### config.mk
export PLATFORM = sky130hd
export DESIGN_NAME = mips_data_mem
export DESIGN_NICKNAME = d
export VERILOG_FILES = /design/src/rtl/mips_data_mem.sv
export SDC_FILE = /design/constraint.sdc
export NUM_CORES = 2
export LEC_CHECK = 0
export ABC_AREA = 0
export CORE_MARGIN = 8
export CORE_UTILIZATION = 55
export DETAILED_ROUTE_END_ITERATION = 10
export GPL_TIMING_DRIVEN = 0
export PLACE_DENSITY = 0.71
export SETUP_SLACK_MARGIN = 0.2
export SYNTH_ARGS = -nofsm -noshare
export SYNTH_HDL_FRONTEND = slang
export SYNTH_SLANG_ARGS = --single-unit
### constraint.sdc
create_clock -name clk -period 6.95 [get_ports clk]
set_clock_uncertainty 0.05 [all_clocks]
set_input_delay 2.085 -clock clk [delete_from_list [all_inputs] [get_ports clk]]
set_output_delay 2.085 -clock clk [all_outputs]
set_load 0.05 [all_outputs]
### src/rtl/mips_data_mem.sv
`default_nettype none
// ============================================================================
//  Module      : mips_data_mem
//  Description : Word-addressed data memory for the MIPS core memory stage.
//                A req/listo handshake with a programmable wait-state counter
//                models slow memory so the core's stall logic can be exercised.
//  Ports       :
//    clk        in   1   system clock, rising edge
//    rst        in   1   synchronous active-high reset
//    req        in   1   access request, sampled only while idle
//    we         in   1   1 = store, 0 = load (sampled with req)
//    direccion  in   32  byte address; word index = direccion[ADDR_W+1:2]
//    palabra    in   32  store data (sampled with req)
//    leer_dato  out  32  load data; valid with listo, then held
//    listo      out  1   one-cycle completion pulse
//    error      out  1   pulses with listo when the access was rejected
//    ocupado    out  1   high whenever an access is in flight
//  Revision    : 1.0  initial release
// ============================================================================
module mips_data_mem #(
    parameter int ADDR_W      = 6,
    parameter int WAIT_CYCLES = 2
) (
    input  logic        clk,
    input  logic        rst,
    input  logic        req,
    input  logic        we,
    input  logic [31:0] direccion,
    input  logic [31:0] palabra,
    output logic [31:0] leer_dato,
    output logic        listo,
    output logic        error,
    output logic        ocupado
);

    localparam int         c_DEPTH   = 1 << ADDR_W;
    localparam logic [3:0] c_WAIT    = 4'(WAIT_CYCLES);

    localparam logic [1:0] c_ST_IDLE = 2'd0;
    localparam logic [1:0] c_ST_BUSY = 2'd1;
    localparam logic [1:0] c_ST_DONE = 2'd2;

    logic [1:0]        r_state;
    logic [1:0]        w_state_nxt;
    logic [3:0]        r_cnt;
    logic              r_we;
    logic [31:0]       r_addr;
    logic [31:0]       r_wdata;
    logic [31:0]       r_mem [c_DEPTH];

    logic              w_accept;
    logic              w_complete;
    logic              w_misaligned;
    logic              w_out_of_range;
    logic              w_bad;
    logic [ADDR_W-1:0] w_idx;

    // Address checks act on the latched address so the core may move its
    // inputs while the access is still waiting.
    assign w_idx          = r_addr[ADDR_W+1:2];
    assign w_misaligned   = (r_addr[1:0] != 2'b00);
    assign w_out_of_range = ((r_addr >> (ADDR_W + 2)) != 32'd0);
    assign w_bad          = w_misaligned || w_out_of_range;

    assign w_accept   = (r_state == c_ST_IDLE) && req;
    assign w_complete = (r_state == c_ST_BUSY) && (r_cnt == 4'd0);

    assign ocupado    = (r_state != c_ST_IDLE);

    // ------------------------------------------------------------------
    // State register
    // ------------------------------------------------------------------
    always_ff @(posedge clk) begin
        if (rst) begin
            r_state <= c_ST_IDLE;
        end else begin
            r_state <= w_state_nxt;
        end
    end

    // ------------------------------------------------------------------
    // Next-state logic
    // ------------------------------------------------------------------
    always_comb begin
        w_state_nxt = r_state;
        case (r_state)
            c_ST_IDLE: if (req) w_state_nxt = c_ST_BUSY;
            c_ST_BUSY: if (r_cnt == 4'd0) w_state_nxt = c_ST_DONE;
            c_ST_DONE: w_state_nxt = c_ST_IDLE;
            default:   w_state_nxt = c_ST_IDLE;
        endcase
    end

    // ------------------------------------------------------------------
    // Request capture, wait counter and registered outputs
    // ------------------------------------------------------------------
    always_ff @(posedge clk) begin
        if (rst) begin
            r_cnt     <= 4'd0;
            r_we      <= 1'b0;
            r_addr    <= 32'd0;
            r_wdata   <= 32'd0;
            leer_dato <= 32'd0;
            listo     <= 1'b0;
            error     <= 1'b0;
        end else begin
            // listo/error are high exactly while the FSM sits in DONE.
            listo <= w_complete;
            error <= w_complete && w_bad;

            if (w_accept) begin
                r_we    <= we;
                r_addr  <= direccion;
                r_wdata <= palabra;
                r_cnt   <= c_WAIT;
            end else if ((r_state == c_ST_BUSY) && (r_cnt != 4'd0)) begin
                r_cnt <= r_cnt - 4'd1;
            end

            // Rejected accesses of either kind zero the read data; a good
            // store leaves the last load result untouched.
            if (w_complete) begin
                if (w_bad) begin
                    leer_dato <= 32'd0;
                end else if (!r_we) begin
                    leer_dato <= r_mem[w_idx];
                end
            end
        end
    end

    // ------------------------------------------------------------------
    // Storage array: never cleared, so contents survive rst. A reset that
    // lands on the completing edge aborts the write.
    // ------------------------------------------------------------------
    always_ff @(posedge clk) begin
        if (!rst && w_complete && r_we && !w_bad) begin
            r_mem[w_idx] <= r_wdata;
        end
    end

endmodule
`default_nettype wire

==> images/route_heat.png <==
The die is cut into 20 by 20 equal tiles; white is low, dark blue is high, scaled to the fullest tile. Values are wire area over tile area, all layers added.
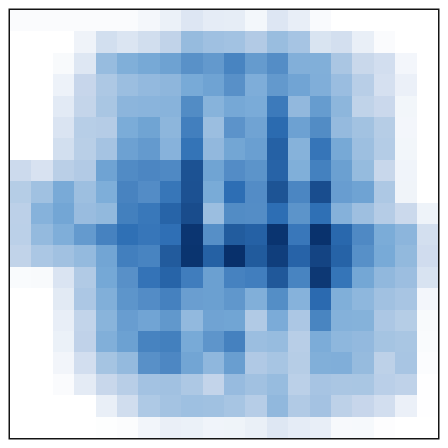
- densest ninth of the die: center
- fullest tile: 0.68
- nearly empty tiles: 13%
detailed-route wire length per cell: 36.2 um
Post-Route WL: 232 mm
GRT Overall Usage: 28.3%
via count: 42900

==> images/closeup.png <==
Bar = 5 um. Region (191, 272) to (211, 292) um. Cells in gray, sequential cells in the stronger gray; small squares are vias.
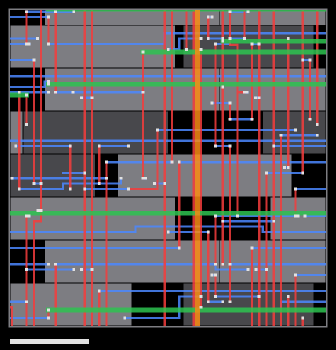
- blue: M1
- red: M2
- green: M3
- orange: M4
- netlist names of flops here include: r_mem (8)
- cells with their middle in the window: 13
- most frequent: edfxtp_1 (8), mux4_2 (3)
- sequential cells in the window: 8

==> images/pinout.png <==
Bar = 100 um. Pins as bars across the die edge, other pins in gray.
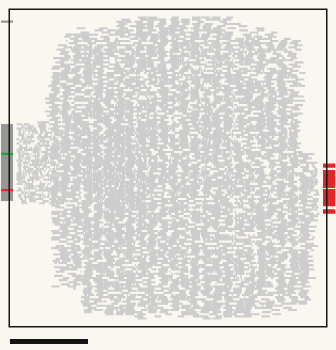
- red: leer_dato (pins 32; direction output; edge 31 east, 1 west)
- green: ocupado (pins 1; direction output; edge west)

==> images/clock_nets.png <==
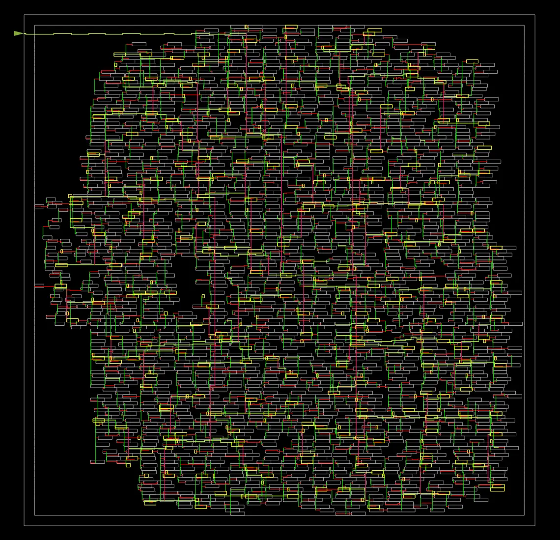
number of clock buffers in the layout: 260
CTS buffer count: 203
P_clk: 0.0106 W
Clock Sinks: 2159
worst skew pair latency: 0.86 ns

worst min-delay path, stage by stage, from the launching register on:
cell and delay [ns]:
dfxtp_1 0.31, nand2_1 0.05, a21oi_1 0.05
area by class of cell:
cell class                 count  area, um2  area share, %
timing repair buffer         194       3060           3.24
inverter                      10       37.5         0.0397
sequential                  2159      63800           67.5
antenna                        4       10.0         0.0106
clock buffer                 260       5400           5.71
tap                         1944       2430           2.57
clock inverter               106        863          0.913
multi-input combinational   1494      17800           18.9
buffer                       228       1140           1.20
cell usage in the layout, fill, tap and decap left out, drive strengths merged, types with 64 or more instances in the layout:
master	instances
clkinv	86
mux4	446
dfxtp	111
buf	215
clkbuf	366
mux2	187
mux2i	99
a21oi	131
nor2	73
o21ai	125
edfxtp	2048
nand2	189
a221oi	64
clkdlybuf4s50	101
worst paths after layout:
kind         startpoint             to  slack (ns)  cells after the start
min          r_addr[29]     r_addr[29]        0.41                      2
max                 rst  r_mem[46][30]        1.21                      6
max reg2reg    r_cnt[0]  r_mem[46][30]        1.99                      8
min reg2reg  r_addr[29]     r_addr[29]        0.41                      2
routing by layer:
layer  vias to the layer above  wire length (um)
li1                      17000                 -
met1                     22400             85200
met2                      3045            104000
met3                       458             30900
met4                         6             11400
met5                         -                40
registers in the layout (all words and copies together) (netlist names), named ones only:
signal and count:
r_state 2, r_addr 32, r_cnt 4, listo 1, r_mem 2048, leer_dato 32, r_wdata 32, error 1
r_we 1
power by group through the flow:
stage | Clock (W) | Combinational (W) | Sequential [W]
floorplan | 0 | 0.000867 | 0.0147
finish | 0.0106 | 0.00161 | 0.0145
global placement | 0 | 0.00140 | 0.0149
global route | 0.0111 | 0.00166 | 0.0145
CTS | 0.0106 | 0.00158 | 0.0145
detailed placement | 0 | 0.00157 | 0.0148
kinds of logic after synthesis:
family	Yosys count	synth area share, %
adders and majority gates	1	0.0152
muxes	732	16.0
xor gates and xnor gates	3	0.0320
buffers and inverters	238	1.43
AOI/OAI and AO/OA	424	3.30
DFF	2159	77.5
and+or+nand+nor	334	1.75
through the flow:
stage / setup slack [ns] / TNS [ns] / total power (W) / util (%)
2_1_floorplan: 1.77 / 0 / 0.0156 / -
3_3_place_gp: -1.53 / -1892.59 / 0.0163 / 57.5
3_5_place_dp: 0.536 / 0 / 0.0164 / 59.2
4_1_cts: 1.43 / 0 / 0.0267 / 63.4
5_1_grt: 1.10 / 0 / 0.0273 / 63.4
6_report: 1.21 / 0 / 0.0267 / 63.4
==> impl_metrics.json <==
{
  "power_frac_seq_pct": 54.4,
  "drive_above_1_share_pct": 27.1,
  "dp.cells": 6029,
  "fillers": 9662,
  "start_kind": "input pin",
  "crit_chain": "clkbuf_1 > nand3b_1 > nor4_1 > nand4_1 > nor2_4 > buf_16",
  "finish.instance_area_um2": 94600,
  "ctsHoldBuffers": 0,
  "drtAntennaViolNets": 0,
  "ios": 103,
  "ys_types": 45,
  "grt_use_met1_pct": 39.6,
  "fmax_ghz": 0.174,
  "edf_count": 2048,
  "maxSlewHeadroom_pct": 1.67,
  "worst-setup-path-type": "input pin to flop",
  "final_nets": 4359,
  "synth_seq_share_pct": 77.5,
  "rsz0062_at_grt": "false",
  "setup_viol": 0,
  "rows": 142,
  "fp_util_pct": 55.2,
  "grtUsageMet3_pct": 7.72,
  "crit_required_ns": 7.44,
  "grt.overflow.total": 0,
  "dieHeight_um": 403,
  "status": "complete, no violations",
  "syn_to_final_growth_pct": 15.0,
  "cp_max_fo": 18,
  "switching_power_w": 0.00596,
  "ff_type": "edfxtp_1",
  "grt_max_degree": 66,
  "power_frac_clock_pct": 39.6,
  "yosys.area.top_type_share_pct": 74.8,
  "synth-async-reset-ratio_pct": 0,
  "groute.layer.met2.usage_pct": 42.2,
  "ys.flops": 2159,
  "drc": 0,
  "cp.arrival_ns": 6.23,
  "die_w_um": 403,
  "antenna_found_initial": 8,
  "drt_iter0_markers": 7080,
  "most_common_cell": "edfxtp_1",
  "portBuffers": 101,
  "hold_path.class": "flop to flop",
  "power.density_nw_per_um2": 283,
  "ys_cells": 3891,
  "critical_path.top_delay_family": "simple AND/OR/NAND/NOR gates",
  "post_cts_resized": 0
}
Power is estimated from default activity; no workload was simulated.
